File: src/rtl/counter_capture.sv
// rtl/counter_capture.sv - event-line input capture of a free-running counter into a FWFT FIFO
//
// Purpose:
//    Synchronises an asynchronous event line, detects its rising edges and, while
//    armed, pushes the current counter value into a first-word fall-through FIFO.
//    Timestamps drain through a valid/ready stream. A sticky overflow flag records
//    any capture lost to a full FIFO.
//
// Optional feature (macro CAPTURE_DELTA_EN):
//    When defined, each entry holds (count - last accepted capture) mod 2^WIDTH
//    instead of the absolute count. The first capture after reset is absolute.
//
// Ports:
//    clk             in   clock, all logic on rising edge
//    reset           in   synchronous active-high reset
//    count           in   WIDTH counter value to timestamp
//    event_in        in   asynchronous event line, rising edge captures
//    arm             in   1 = captures enabled
//    out_data        out  WIDTH head-of-FIFO entry (don't-care when out_valid = 0)
//    out_valid       out  head entry valid
//    out_ready       in   consumer accepts head when out_valid & out_ready
//    level           out  entries stored, 0..DEPTH
//    overflow        out  sticky, a capture was dropped on a full FIFO
//    clear_overflow  in   clears overflow (a simultaneous drop wins)

module counter_capture #(
   parameter int WIDTH       = 16,
   parameter int DEPTH       = 4,
   parameter int SYNC_STAGES = 2
) (
   input  logic                       clk,
   input  logic                       reset,
   input  logic [WIDTH-1:0]           count,
   input  logic                       event_in,
   input  logic                       arm,
   output logic [WIDTH-1:0]           out_data,
   output logic                       out_valid,
   input  logic                       out_ready,
   output logic [$clog2(DEPTH+1)-1:0] level,
   output logic                       overflow,
   input  logic                       clear_overflow
);

   localparam int PW = $clog2(DEPTH);
   localparam int LW = $clog2(DEPTH + 1);
   localparam logic [LW-1:0] FULL_LEVEL = LW'(DEPTH);

   logic [SYNC_STAGES-1:0] sync_q;
   logic                   prev_q;
   logic                   edge_det;

   logic [WIDTH-1:0]       mem [DEPTH];
   logic [PW-1:0]          wr_ptr;
   logic [PW-1:0]          rd_ptr;
   logic [LW-1:0]          level_q;
   logic                   overflow_q;

   logic                   full;
   logic                   push_req;
   logic                   pop;
   logic                   push;
   logic                   drop;
   logic [WIDTH-1:0]       wr_val;

   // Synchroniser chain plus one history flop for edge detection.
   always_ff @(posedge clk) begin
      if (reset) begin
         sync_q <= '0;
         prev_q <= 1'b0;
      end else begin
         sync_q <= {sync_q[SYNC_STAGES-2:0], event_in};
         prev_q <= sync_q[SYNC_STAGES-1];
      end
   end

   assign edge_det = sync_q[SYNC_STAGES-1] & ~prev_q;

   assign full     = (level_q == FULL_LEVEL);
   assign pop      = out_valid & out_ready;
   assign push_req = edge_det & arm;
   // A pop in the same cycle frees the head slot, so a full FIFO can still accept.
   assign push     = push_req & (~full | pop);
   assign drop     = push_req & full & ~pop;

`ifdef CAPTURE_DELTA_EN
   logic [WIDTH-1:0] last_q;

   // Reference only moves on accepted pushes so drops never skew the next delta.
   always_ff @(posedge clk) begin
      if (reset) begin
         last_q <= '0;
      end else if (push) begin
         last_q <= count;
      end
   end

   assign wr_val = count - last_q;
`else
   assign wr_val = count;
`endif

   // Storage needs no reset: level/pointers define which slots are meaningful.
   // When full with a simultaneous pop, wr_ptr == rd_ptr and the slot being
   // overwritten is the head that is leaving this cycle.
   always_ff @(posedge clk) begin
      if (push) begin
         mem[wr_ptr] <= wr_val;
      end
   end

   always_ff @(posedge clk) begin
      if (reset) begin
         wr_ptr     <= '0;
         rd_ptr     <= '0;
         level_q    <= '0;
         overflow_q <= 1'b0;
      end else begin
         if (push) begin
            wr_ptr <= wr_ptr + 1'b1;
         end
         if (pop) begin
            rd_ptr <= rd_ptr + 1'b1;
         end
         if (push && !pop) begin
            level_q <= level_q + 1'b1;
         end else if (pop && !push) begin
            level_q <= level_q - 1'b1;
         end
         if (drop) begin
            overflow_q <= 1'b1;
         end else if (clear_overflow) begin
            overflow_q <= 1'b0;
         end
      end
   end

   assign out_valid = (level_q != '0);
   assign out_data  = mem[rd_ptr];
   assign level     = level_q;
   assign overflow  = overflow_q;

endmodule
File: config.mk
export PLATFORM = sky130hd
export DESIGN_NAME = counter_capture
export DESIGN_NICKNAME = d
export VERILOG_FILES = /design/src/rtl/counter_capture.sv
export SDC_FILE = /design/constraint.sdc
export NUM_CORES = 1
export LEC_CHECK = 0
export CORE_ASPECT_RATIO = 1.2
export CORE_MARGIN = 2
export CORE_UTILIZATION = 30
export DETAILED_ROUTE_END_ITERATION = 16
export GPL_ROUTABILITY_DRIVEN = 0
export GPL_TIMING_DRIVEN = 0
export MAX_ROUTING_LAYER = met4
export PLACE_DENSITY = 0.51
export SLEW_MARGIN = 20
export SYNTH_ARGS = -nofsm -noshare
export SYNTH_HDL_FRONTEND = slang
export SYNTH_SLANG_ARGS = --single-unit
File: constraint.sdc
create_clock -name clk -period 6.4 [get_ports clk]
set_input_delay 1.28 -clock clk [delete_from_list [all_inputs] [get_ports clk]]
set_output_delay 1.28 -clock clk [all_outputs]
set_load 0.01 [all_outputs]
==> run_results.csv <==
group,metric,value,unit
drt,first_pass_iters,4,
cells_and_area,comb_cells,56,
clocking,clock-root-buffer,"clkbuf_16",
clocking,clockBufferDepth,2,
global_routing,grt_pass1_wl,8020,um
logic_synthesis,top_area_cell,"edfxtp_1",
global_routing,grt_pass1_vias,1506,
cells_and_area,inv_count,3,
cells_and_area,area_dominant_class,"registers",
floorplanning,die_w,94.2,um
worst_setup_path,critPathMaxFanout,10,
worst_setup_path,rr_endpoint,"level[2]",
sta,hold_violations,0,
cells_and_area,clockBufferCount,10,
cells_and_area,lay_top_count,"edfxtp_1",
pwr,p_per_area,390,mW/mm^2
logic_synthesis,syn_inst,142,
logic_synthesis,ff_type,"edfxtp_1",
cells_and_area,comb_area,694,um^2
worst_setup_path,critical_path_class,"register to primary output",
sta,worst_slew_pin_slew,0.884,ns
cells_and_area,drive_above_1_share,19.0,%
drt,viasPerCell,4.34,
worst_setup_path,reg2reg_depth,9,
cells_and_area,sh_comb_area,18.1,%
worst_setup_path,cp_cell_sequence,"buf_1 > buf_2 > mux4_2 > clkdlybuf4s50_1",
logic_synthesis,synthDistinctLibCells,25,
drt,first_iter_violations,87,
cells_and_area,final-clk-cell-share,8.86,%
logic_synthesis,yosys_warnings,0,
logic_synthesis,ys.flops,77,
clocking,clk_latency,0.32,ns
global_routing,overflow,0,
clocking,cts_tree,"done",
pwr,top_power_group,"registers",
worst_setup_path,cpPeakStageDelay,0.49,ns
global_routing,antenna_found_initial,0,
drt,wl_per_cell,15.4,um
clocking,cts_buffers,9,
sta,slew_viol_final,0,
sta,fmax,290,MHz
logic_synthesis,synth_area,0.00293,mm^2
logic_synthesis,synth_nets,170,
worst_setup_path,endpoint,"out_data[6]",
floorplanning,fp_util,30.8,%
placement,dp_hpwl,3190,um
pwr,finalPower,1.50,mW
cells_and_area,final-nonclk-buf-share,12.0,%
worst_setup_path,regToRegSetupSlack,4.00,ns
logic_synthesis,ys_top_cells_by_count,"edfxtp_1 (64), mux4_2 (16), dfxtp_1 (13)",
placement,dpl-instance-area,0.00350,mm^2
worst_hold_path,whs_path_depth,1,
pwr,power.clock.total,0.566,mW
clocking,hold_buffers,0,
worst_setup_path,worstPathArrival,2.17,ns
worst_setup_path,slowest_stage,"clkdlybuf4s50_1",
pwr,ir_drop,0.216,mV
clocking,cts_setup_buffers,0,
cells_and_area,nets,223,
pwr,comb_cell_power,0.340,mW
worst_setup_path,cp-start-kind,"register",
logic_synthesis,synth_seq_share,74.5,%
pwr,powerSeq,0.593,mW
floorplanning,die-area,0.0106,mm^2
worst_setup_path,r2r-start,"level[0]",
logic_synthesis,area_leaders,"edfxtp_1 (66%), mux4_2 (12%), dfxtp_1 (8.9%)",
sta,setup_tns,0,ns
drt,met1_length,2190,um
global_routing,grt_max_degree,17,
clocking,cts-resized-gates,0,
logic_synthesis,ys_async_sr_fraction,0,%
pwr,p_int,1.15,mW
sta,min_period,3.45,ns
sta,layout_worst_path_cycle_share,53.9,%
floorplanning,die_y,112,um
drt,num_vias,1401,
placement,port_buffers,42,
pwr,leakagePower,1.26,nW
cells_and_area,final_area,0.00384,mm^2
cells_and_area,stdcell_count,323,
cells_and_area,ff_count,77,
worst_setup_path,crit_buf_inv,3,
flow_run,warnings,29,
worst_setup_path,cp_top_family,"buffers and inverters",
flow_run,max-cap-violations,0,
worst_setup_path,cp.depth,4,
drt,ant_nets,0,
worst_setup_path,end_kind,"primary output",
worst_hold_path,hp-start,"sync_q[0]",
cells_and_area,fill_cells,862,
sta,rsz0062_at_grt,"no",
placement,place_inst,307,
clocking,clock_sinks,77,
cells_and_area,diodes,0,
outcome,outcome,"completed",
drt,drc_errors,0,
pwr,seqPwrFrac,39.5,%
global_routing,grtUsageMet2,16.2,%
floorplanning,row_count,39,
-- kinds of logic (layout without fill, tap and decap cells) --
kind of cell | after synthesis | after routing | synth area share (%)
flops | 77 | 77 | 74.5
simple gates | 22 | 22 | 5.13
mux | 19 | 19 | 13.5
buf+inv | 9 | 67 | 1.75
fa+ha+maj | 6 | 6 | 2.82
compound gates | 5 | 5 | 1.07
xor+xnor | 4 | 4 | 1.20
-- worst register-to-register path, delay by kind of cell, from the launching register on --
family,cells,cell delay [ns]
flops,1,0.53
xor+xnor,1,0.15
buf+inv,2,0.24
simple gates,3,0.70
fa+ha+maj,2,0.57
compound gates,1,0.13
==> images/io_placement.png <==
Pins as bars across the die edge, other pins in grey.
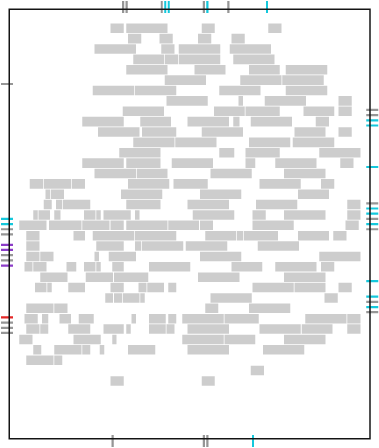
Key: `out_data` = cyan [pins 16, direction output, edge 9 right, 4 top, 2 left, 1 bottom]; `level` = purple [pins 3, direction output, edge left]; `arm` = red [pins 1, direction input, edge left]
All pins by edge: 16 right, 14 left, 9 top, 4 bottom.

==> images/congestion.png <==
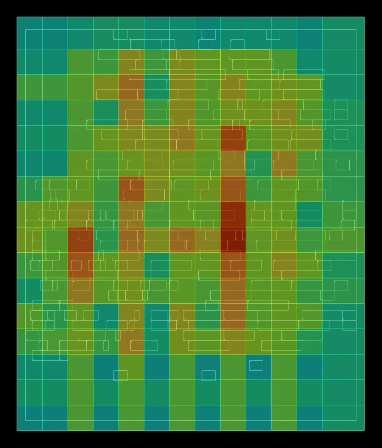
GRT Overall Usage: 10.6%
fin util: 40.4%
gr busiest metal: met2

Power is estimated from default activity; no workload was simulated.
